==> images/placed.png <==
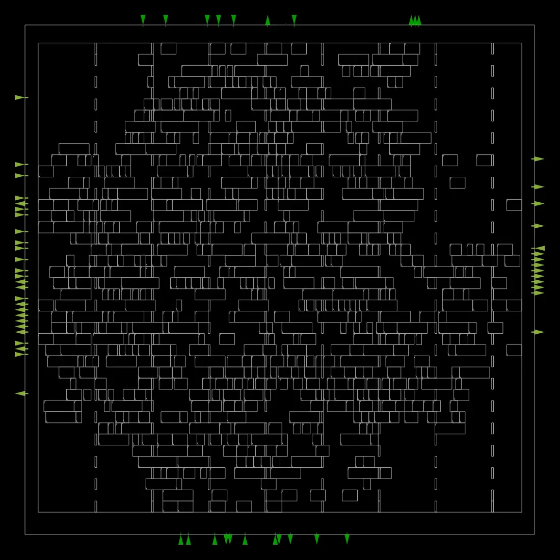
==> images/ff_map.png <==
Other sequential cells in the stronger gray, the rest of the logic in the fainter gray.
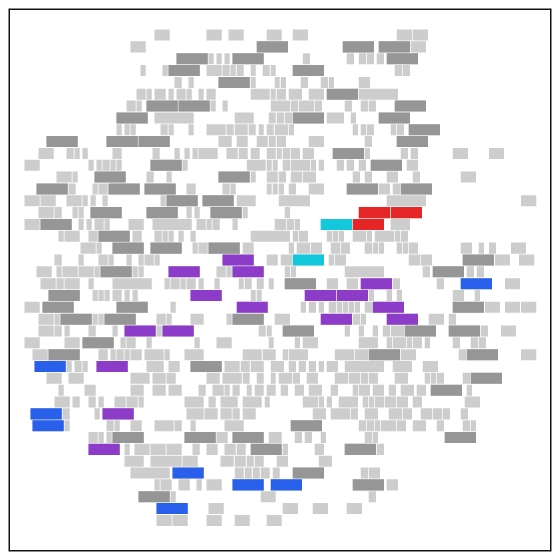
==> images/route_heat.png <==
Scale bar: 20 um. 25 x 25 tiles, from black (low) to pale yellow (high), scaled to the fullest tile. Values are wire area over tile area, all layers added.
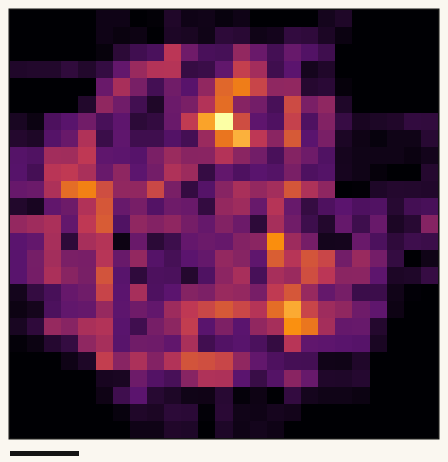
$ cat config.mk
export PLATFORM = sky130hd
export DESIGN_NAME = calc_unit_8
export DESIGN_NICKNAME = d
export VERILOG_FILES = /design/src/rtl/calc_pkg.sv /design/src/rtl/calc_div_core.sv /design/src/rtl/calc_unit_8.sv
export SDC_FILE = /design/constraint.sdc
export NUM_CORES = 1
export LEC_CHECK = 0
export CAP_MARGIN = 20
export CORE_MARGIN = 3
export CORE_UTILIZATION = 35
export DETAILED_ROUTE_END_ITERATION = 8
export SLEW_MARGIN = 15
export SYNTH_ARGS = -nofsm -noshare
export SYNTH_HDL_FRONTEND = slang
export SYNTH_SLANG_ARGS = --single-unit
$ cat constraint.sdc
create_clock -name clk -period 3.1 [get_ports clk]
set_input_delay 0.465 -clock clk [delete_from_list [all_inputs] [get_ports clk]]
set_output_delay 0.465 -clock clk [all_outputs]
set_load 0.005 [all_outputs]
$ cat src/rtl/calc_pkg.sv
// Shared constants and types for the iterative multiply-accumulate / divide unit.
package calc_pkg;

  localparam int unsigned CALC_WIDTH = 8;

  typedef enum logic [1:0] {
    IDLE,
    RUN,
    DONE
  } calc_state_t;

  localparam logic [CALC_WIDTH-1:0] DIV_ZERO_QUO = '1;

endpackage

$ cat src/rtl/calc_div_core.sv
// Restoring divider, one quotient bit per step; outputs show the value after the current step
// so the owner can capture the final result on the last step edge.
module calc_div_core #(
  parameter int unsigned WIDTH = 8
) (
  input  logic             clk_i,
  input  logic             rst_i,
  input  logic             load_i,
  input  logic             step_i,
  input  logic [WIDTH-1:0] dividend_i,
  input  logic [WIDTH-1:0] divisor_i,
  output logic [WIDTH-1:0] quo_o,
  output logic [WIDTH-1:0] rem_o
);

  logic [WIDTH-1:0] rem_q, rem_d;
  logic [WIDTH-1:0] quo_q, quo_d;
  logic [WIDTH-1:0] dvs_q;
  logic [WIDTH:0]   trial;
  logic             fits;

  // quo_q doubles as the dividend shift register: dividend bits leave at the top while
  // quotient bits enter at the bottom.
  always_comb begin
    trial = {rem_q, quo_q[WIDTH-1]};
    fits  = (trial >= {1'b0, dvs_q});
    rem_d = fits ? (trial[WIDTH-1:0] - dvs_q) : trial[WIDTH-1:0];
    quo_d = {quo_q[WIDTH-2:0], fits};
  end

  assign quo_o = quo_d;
  assign rem_o = rem_d;

  always_ff @(posedge clk_i) begin
    if (rst_i) begin
      rem_q <= '0;
      quo_q <= '0;
      dvs_q <= '0;
    end else if (load_i) begin
      rem_q <= '0;
      quo_q <= dividend_i;
      dvs_q <= divisor_i;
    end else if (step_i) begin
      rem_q <= rem_d;
      quo_q <= quo_d;
    end
  end

endmodule

$ cat src/rtl/calc_unit_8.sv
// Iterative unsigned calculator: {cout,prod} = a*b + cin and quo/rem = a/b, one bit per clock.
// Optional CALC_DIV_ZERO_FLAG_EN adds a registered div_zero output.
module calc_unit_8
  import calc_pkg::*;
#(
  parameter int unsigned WIDTH = CALC_WIDTH
) (
  input  logic             clk,
  input  logic             rst,
  input  logic             start,
  input  logic [WIDTH-1:0] a,
  input  logic [WIDTH-1:0] b,
  input  logic [WIDTH-1:0] cin,
  output logic             busy,
  output logic             done,
  output logic [WIDTH-1:0] prod,
  output logic [WIDTH-1:0] cout,
  output logic [WIDTH-1:0] quo,
  output logic [WIDTH-1:0] rem
`ifdef CALC_DIV_ZERO_FLAG_EN
  ,
  output logic             div_zero
`endif
);

  localparam int unsigned CntW = (WIDTH > 1) ? $clog2(WIDTH) : 1;

  calc_state_t        state_q, state_d;
  logic [CntW-1:0]    cnt_q;
  logic [2*WIDTH-1:0] acc_q, mcand_q, acc_next;
  logic [WIDTH-1:0]   mplier_q;
  logic [WIDTH-1:0]   quo_next, rem_next;
  logic               load, step, last;

  assign last     = (cnt_q == CntW'(WIDTH - 1));
  assign acc_next = mplier_q[0] ? (acc_q + mcand_q) : acc_q;
  assign busy     = (state_q == RUN);
  assign done     = (state_q == DONE);

  always_comb begin
    state_d = state_q;
    load    = 1'b0;
    step    = 1'b0;
    case (state_q)
      IDLE: begin
        if (start) begin
          load    = 1'b1;
          state_d = RUN;
        end
      end
      RUN: begin
        step = 1'b1;
        if (last) state_d = DONE;
      end
      DONE: begin
        if (start) begin
          load    = 1'b1;
          state_d = RUN;
        end else begin
          state_d = IDLE;
        end
      end
      default: state_d = IDLE;
    endcase
  end

  always_ff @(posedge clk) begin
    if (rst) state_q <= IDLE;
    else     state_q <= state_d;
  end

  // Shift-add multiplier; seeding the accumulator with cin folds the addend in for free.
  always_ff @(posedge clk) begin
    if (rst) begin
      cnt_q    <= '0;
      acc_q    <= '0;
      mcand_q  <= '0;
      mplier_q <= '0;
    end else if (load) begin
      cnt_q    <= '0;
      acc_q    <= {{WIDTH{1'b0}}, cin};
      mcand_q  <= {{WIDTH{1'b0}}, a};
      mplier_q <= b;
    end else if (step) begin
      cnt_q    <= cnt_q + CntW'(1);
      acc_q    <= acc_next;
      mcand_q  <= mcand_q << 1;
      mplier_q <= mplier_q >> 1;
    end
  end

  calc_div_core #(
    .WIDTH(WIDTH)
  ) u_div (
    .clk_i      (clk),
    .rst_i      (rst),
    .load_i     (load),
    .step_i     (step),
    .dividend_i (a),
    .divisor_i  (b),
    .quo_o      (quo_next),
    .rem_o      (rem_next)
  );

  // Result registers change only on the final step, so partial values are never visible.
  always_ff @(posedge clk) begin
    if (rst) begin
      prod <= '0;
      cout <= '0;
      quo  <= '0;
      rem  <= '0;
    end else if (step && last) begin
      prod <= acc_next[WIDTH-1:0];
      cout <= acc_next[2*WIDTH-1:WIDTH];
      quo  <= quo_next;
      rem  <= rem_next;
    end
  end

`ifdef CALC_DIV_ZERO_FLAG_EN
  logic bzero_q;

  always_ff @(posedge clk) begin
    if (rst) begin
      bzero_q  <= 1'b0;
      div_zero <= 1'b0;
    end else begin
      if (load) bzero_q <= (b == '0);
      if (step && last) div_zero <= bzero_q;
    end
  end
`endif

endmodule

==> out/qor.csv <==
stage;metric;value;unit
hold_path;worstHoldPathType;flop to flop;
clock_network;tritoncts;done;
global_routing;global_route.usage.met1;24.8;%
synthesis;synthXorXnorAreaFrac;2.87;%
clock_network;clkSlewWorstSetupHoldPaths;70;ps
status;result_of_the_run;finished clean;
worst_setup_path;crit_cells;9;
synthesis;seq_area_frac_synth;41.4;%
synthesis;yosys.area_share.aoi;22.2;%
synthesis;mux_share_of_area;3.36;%
worst_setup_path;cp-end-kind;flop;
placed_design;port_buffers;60;
placed_design;placedInstanceArea;0.00564;mm^2
floorplan;die_width;124;um
clock_network;post-cts-setup-buffers;0;
clock_network;htree_levels;3;
clock_network;tritoncts_num_sinks;101;
floorplan;floorplan.core_util;36.3;%
worst_setup_path;timing.critical_path.mode_cell;sky130_fd_sc_hd__nor2_1;
final_layout;num-nets-final;705;
route;routedLengthMet1;6360;um
route;routed-wl-met2;5580;um
timing;tns;0;ps
worst_setup_path;worstPathBufferInverterCount;1;
power_and_ir_drop;netSwitchingPower;0.000826;W
power_and_ir_drop;p_per_area;493;mW/mm^2
-- placed.png (at the start) --
tally of filler cells in the layout: 1365
Cell Count, Final, Fillers Out: 832
core utilization of the finished layout: 43.9%
count of inserted tapcells: 176
std cell rows: 42

-- ff_map.png (at the start) --
Key: `cnt_q` = red [flops 3]; `prod` = blue [flops 8]; `mcand_q` = purple [flops 16]; `state_q` = cyan [flops 2]
Seq power: 0.00139 W
flip-flop and latch share of the layout cell area: 34.2%
area used by sequential logic in the layout: 0.00202 mm^2

-- route_heat.png (at the start) --
7.5% of the tiles are over half the peak. The fullest tile reaches 0.64. 23% of the tiles are nearly empty. The mean over all tiles is 0.13. The emptiest ninth of the die: top right.
All-Layer GR Usage: 17.6%
routed vias: 4427
aggregate routed wire length: 12900 um

No activity file was given, so power comes from the tool's default toggle rates.
